m1.png
Cells faint in the background.
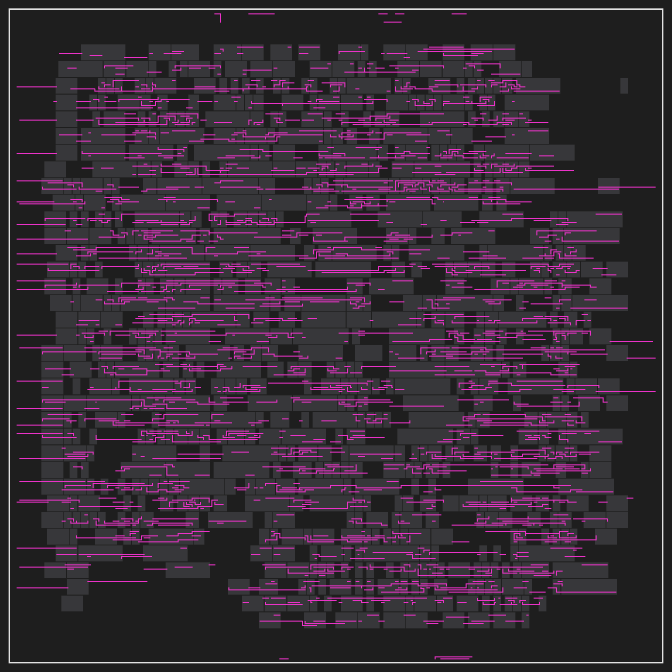
m2.png
The bar under the picture is 20 um long.
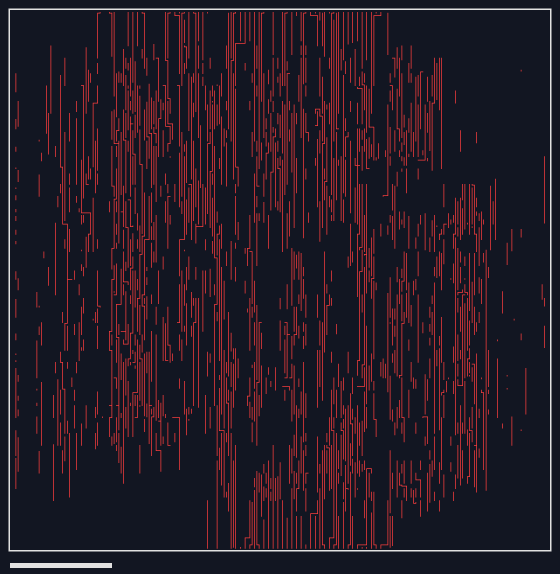
m3.png
The bar under the picture is 20 um long.
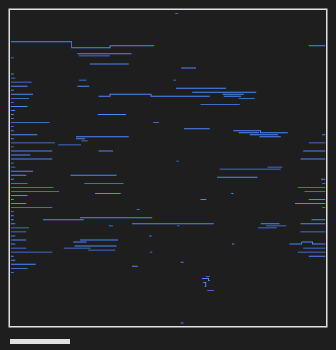
clock_nets.png
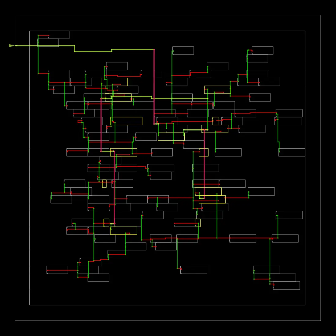
## config.mk

```make
export PLATFORM = sky130hd
export DESIGN_NAME = store_fwd_hazard_unit
export DESIGN_NICKNAME = d
export VERILOG_FILES = /design/src/rtl/store_fwd_hazard_unit.sv
export SDC_FILE = /design/constraint.sdc
export NUM_CORES = 1
export LEC_CHECK = 0
export ABC_AREA = 1
export CAP_MARGIN = 20
export CORE_MARGIN = 5
export CORE_UTILIZATION = 49
export CTS_BUF_LIST = sky130_fd_sc_hd__clkbuf_16
export DETAILED_ROUTE_END_ITERATION = 8
export GPL_TIMING_DRIVEN = 1
export PLACE_DENSITY = 0.82
export SLEW_MARGIN = 10
export SYNTH_ARGS = -nofsm -noshare
export SYNTH_HDL_FRONTEND = slang
export SYNTH_SLANG_ARGS = --single-unit
export TNS_END_PERCENT = 1
```

## constraint.sdc

```tcl
create_clock -name clk -period 3.9 [get_ports clk]
set_input_delay 0.78 -clock clk [delete_from_list [all_inputs] [get_ports clk]]
set_output_delay 0.78 -clock clk [all_outputs]
set_load 0.02 [all_outputs]
```

## src/rtl/store_fwd_hazard_unit.sv

```systemverilog
// Store-data forwarding and load-use hazard unit.
// Chooses the EX/MEM store data from MEM/WB or a short history of retired
// writebacks, runs the load-use stall FSM and counts stalled cycles.
module store_fwd_hazard_unit #(
  parameter int unsigned XLEN            = 32,
  parameter int unsigned REG_AW          = 5,
  parameter int unsigned HIST_DEPTH      = 2,
  parameter logic [1:0]  MD_LOAD         = 2'b01,
  parameter bit          FWD_ALL         = 1'b0,
  parameter int unsigned LOAD_USE_STALLS = 1,
  localparam int unsigned SRC_W          = $clog2(HIST_DEPTH + 1) + 1
) (
  input  logic              clk,
  input  logic              rst,
  input  logic [1:0]        memwb_md,
  input  logic              memwb_rw,
  input  logic [REG_AW-1:0] memwb_rd,
  input  logic [XLEN-1:0]   memwb_data,
  input  logic              exmem_mw,
  input  logic [REG_AW-1:0] exmem_rs2,
  input  logic [XLEN-1:0]   exmem_rs2_data,
  input  logic [1:0]        idex_md,
  input  logic [REG_AW-1:0] idex_rd,
  input  logic [REG_AW-1:0] ifid_rs1,
  input  logic [REG_AW-1:0] ifid_rs2,
  input  logic              ifid_use_rs1,
  input  logic              ifid_use_rs2,
  input  logic              ifid_mw,
  input  logic              flush,
  output logic [XLEN-1:0]   store_data,
  output logic              lwsw_sel,
  output logic [SRC_W-1:0]  fwd_src,
  output logic              stall,
  output logic [15:0]       stall_cycles
);

  // Counter only needs to reach LOAD_USE_STALLS-1.
  localparam int unsigned CNT_W = (LOAD_USE_STALLS > 1) ? $clog2(LOAD_USE_STALLS) : 1;
  localparam logic [CNT_W-1:0] CntLast = CNT_W'(LOAD_USE_STALLS - 1);

  typedef enum logic [0:0] {StIdle, StStall} state_e;

  // ---------------------------------------------------------------------------
  // Writeback history
  // ---------------------------------------------------------------------------
  logic                                memwb_vld;
  logic [HIST_DEPTH-1:0]               hist_vld_q, hist_vld_d;
  logic [HIST_DEPTH-1:0][REG_AW-1:0]   hist_rd_q, hist_rd_d;
  logic [HIST_DEPTH-1:0][XLEN-1:0]     hist_data_q, hist_data_d;

  // A writeback is a forwarding candidate only if it really writes a nonzero register.
  assign memwb_vld = memwb_rw && (memwb_rd != '0) && (FWD_ALL || (memwb_md == MD_LOAD));

  // Shift MEM/WB into hist[0] every cycle; WB never stalls so no enable is needed.
  always_comb begin
    hist_vld_d  = hist_vld_q;
    hist_rd_d   = hist_rd_q;
    hist_data_d = hist_data_q;
    hist_vld_d[0]  = memwb_vld;
    hist_rd_d[0]   = memwb_rd;
    hist_data_d[0] = memwb_data;
    for (int i = 1; i < int'(HIST_DEPTH); i++) begin
      hist_vld_d[i]  = hist_vld_q[i-1];
      hist_rd_d[i]   = hist_rd_q[i-1];
      hist_data_d[i] = hist_data_q[i-1];
    end
  end

  // Valid bits are the only history state that needs reset.
  always_ff @(posedge clk or posedge rst) begin
    if (rst) begin
      hist_vld_q <= '0;
    end else begin
      hist_vld_q <= hist_vld_d;
    end
  end

  // Register index and data payload of the history entries.
  always_ff @(posedge clk) begin
    hist_rd_q   <= hist_rd_d;
    hist_data_q <= hist_data_d;
  end

  // ---------------------------------------------------------------------------
  // Store-data forwarding
  // ---------------------------------------------------------------------------
  // Oldest source is evaluated first so younger matches override it.
  always_comb begin
    lwsw_sel   = 1'b0;
    fwd_src    = '0;
    store_data = exmem_rs2_data;
    if (exmem_mw && (exmem_rs2 != '0)) begin
      for (int i = int'(HIST_DEPTH) - 1; i >= 0; i--) begin
        if (hist_vld_q[i] && (hist_rd_q[i] == exmem_rs2)) begin
          lwsw_sel   = 1'b1;
          fwd_src    = SRC_W'(i + 2);
          store_data = hist_data_q[i];
        end
      end
      if (memwb_vld && (memwb_rd == exmem_rs2)) begin
        lwsw_sel   = 1'b1;
        fwd_src    = SRC_W'(1);
        store_data = memwb_data;
      end
    end
  end

  // ---------------------------------------------------------------------------
  // Load-use hazard FSM
  // ---------------------------------------------------------------------------
  logic             det;
  logic             stall_raw;
  state_e           state_q, state_d;
  logic [CNT_W-1:0] cnt_q, cnt_d;

  // Store data (rs2 of a store) is covered by forwarding, so it does not stall.
  always_comb begin
    det = (idex_md == MD_LOAD) && (idex_rd != '0) &&
          ((ifid_use_rs1 && (ifid_rs1 == idex_rd)) ||
           (ifid_use_rs2 && (ifid_rs2 == idex_rd) && !ifid_mw));
  end

  // Next state and stall request; flush overrides every stall source.
  always_comb begin
    state_d   = state_q;
    cnt_d     = cnt_q;
    stall_raw = 1'b0;
    unique case (state_q)
      StIdle: begin
        stall_raw = det && !flush;
        if (det && !flush && (LOAD_USE_STALLS > 1)) begin
          state_d = StStall;
          cnt_d   = CNT_W'(1);
        end
      end
      StStall: begin
        stall_raw = !flush;
        if (flush || (cnt_q == CntLast)) begin
          state_d = StIdle;
          cnt_d   = '0;
        end else begin
          cnt_d = cnt_q + 1'b1;
        end
      end
      default: begin
        state_d = StIdle;
        cnt_d   = '0;
      end
    endcase
  end

  // Gating with rst drops stall immediately, even while det is still high.
  assign stall = stall_raw && !rst;

  // FSM state and stall-length counter.
  always_ff @(posedge clk or posedge rst) begin
    if (rst) begin
      state_q <= StIdle;
      cnt_q   <= '0;
    end else begin
      state_q <= state_d;
      cnt_q   <= cnt_d;
    end
  end

  // ---------------------------------------------------------------------------
  // Saturating stall-cycle counter
  // ---------------------------------------------------------------------------
  logic [15:0] stall_cycles_q, stall_cycles_d;

  // Count stalled cycles, holding at all-ones.
  always_comb begin
    stall_cycles_d = stall_cycles_q;
    if (stall && (stall_cycles_q != 16'hFFFF)) begin
      stall_cycles_d = stall_cycles_q + 16'd1;
    end
  end

  // Counter register.
  always_ff @(posedge clk or posedge rst) begin
    if (rst) begin
      stall_cycles_q <= '0;
    end else begin
      stall_cycles_q <= stall_cycles_d;
    end
  end

  assign stall_cycles = stall_cycles_q;

endmodule

```

==> flow_summary_export.csv <==
group,metric,value,unit
cts,cts_setup_buffers,0,
logic_synthesis,fp_nets,735,
final_timing,slew_viol_final,0,
power,switching_share,24.5,%
logic_synthesis,synthArstFlopShare,21.3,%
final_layout,inverters_excl_clock,42,
final_timing,tightestPinTransition,0.838,ns
global_routing,antenna_found_initial,0,
routing,num_vias,4678,
worst_setup_path,crit_buf_inv,4,
worst_setup_path,path_max_fanout,33,
logic_synthesis,top_cell_area_share,32.7,%
floorplan,die-area,11300,um2
worst_setup_path,critical_path.startpoint,"exmem_rs2[3]",
final_layout,fin_nets,884,
worst_setup_path,cp-start-kind,"input port",
global_routing,grt_util_met3,3.95,%
cts,htreeDepth,3,
logic_synthesis,yosys_area,4530,um2
run,drv_cap,0,
final_layout,clkCellAreaFrac,4.44,%
floorplan,die_w,106,um
routing,route.met3.wl,877,um
routing,met1_length,5090,um
worst_setup_path,crit_slowest_cell,"clkdlybuf4s50_1",
routing,drtIter0Drc,236,
routing,drcViolationCount,0,
logic_synthesis,mux_share,0,%
final_layout,seq_share,30.5,%
logic_synthesis,synthAoiAreaFrac,0.938,%
final_timing,achievable-frequency,267,MHz
final_timing,final-hold-violation-count,0,
worst_setup_path,cp.depth,13,
final_timing,min_period_over_period,96.0,%
routing,detail_route.wl_per_cell,14.1,um
logic_synthesis,edf_count,0,
final_layout,buffer_area_share,26.3,%
logic_synthesis,synthTopLogicFamily,"simple AND/OR/NAND/NOR gates",
routing,routed_wl,12700,um
final_timing,holdWs,0.349,ns
logic_synthesis,ys_seq_share,43.7,%
power,total_power,2.21,mW
logic_synthesis,simple_gate_share,44.1,%
run_status,status,"complete, no violations",
hold_path,hold_end,"hist_data_q[32]",
worst_setup_path,crit_path_frequent_cell,"nand2_1",
power,internal-power,1.67,mW
logic_synthesis,synth_cell_types,33,
hold_path,min_from,"hist_data_d[32]",
placement,dpl-instance-area,6180,um2
worst_setup_path,setup.worst_path.end_class,"primary output",
logic_synthesis,largest_area_cell,"dfxtp_1",
floorplan,ios,154,
final_layout,drive_gt1_share,7.62,%
cts,hold_buffers,0,
power,power_frac_seq,46.3,%
final_timing,rsz0062_at_grt,"false",
routing,highest_layer,"met4",
power,power_density,341,nW/um2
final_layout,dominant_cells,"logic gates",
placement,gp_congestion,0.831,
final_layout,logic_gate_count,465,
global_routing,grt_max_degree,34,
final_layout,layout_top_cells,"nand2_1, clkdlybuf4s50_1, nand3_1, dfxtp_1, nand4_1",
floorplan,fp_util,49.8,%
logic_synthesis,yosys_warnings,0,
cts,clk_latency,0.33,ns
global_routing,grt_pass1_vias,4792,
floorplan,fp.coreArea,9110,um2
global_routing,grt_pass1_wl,21500,um
worst_setup_path,crit_path_cell_trace,"clkdlybuf4s50_1, inv_2, nand2_1, nand2_1, nor2_1, nand2_1, nor2_4, buf_12, nand3_1, nand3_1, nand2_1, nand2_1, clkdlybuf4s50_1",
logic_synthesis,ys_seq_elements,94,
worst_setup_path,crit_family,"buffers and inverters",
logic_synthesis,top_cells_by_count,"nand2_1, dfxtp_1, nand3_1, nand4_1, inv_1",
final_timing,setup_viol,0,
power,power_frac_comb,15.1,%
worst_setup_path,endpoint,"store_data[12]",
-- m1.png (at the start) --
The layer holds 40% of the routed length. 776 nets have wire on it. The layer carries 5090 um of wire. The longest straight run is 27.6 um. The wires run mostly horizontal.

-- m2.png (at the start) --
The longest straight run is 47.3 um. The layer carries 6530 um of wire. The layer holds 51% of the routed length. The wires run mostly vertical.

-- m3.png (at the start) --
112 nets have wire on it. The layer carries 877 um of wire. The layer holds 6.9% of the routed length. The wires run mostly horizontal. The longest straight run is 27.1 um.

-- clock_nets.png (at the start) --
clock buffers: 9
total CTS buffers: 9
CTS sink cnt: 94

Power and IR drop assume default switching activity.
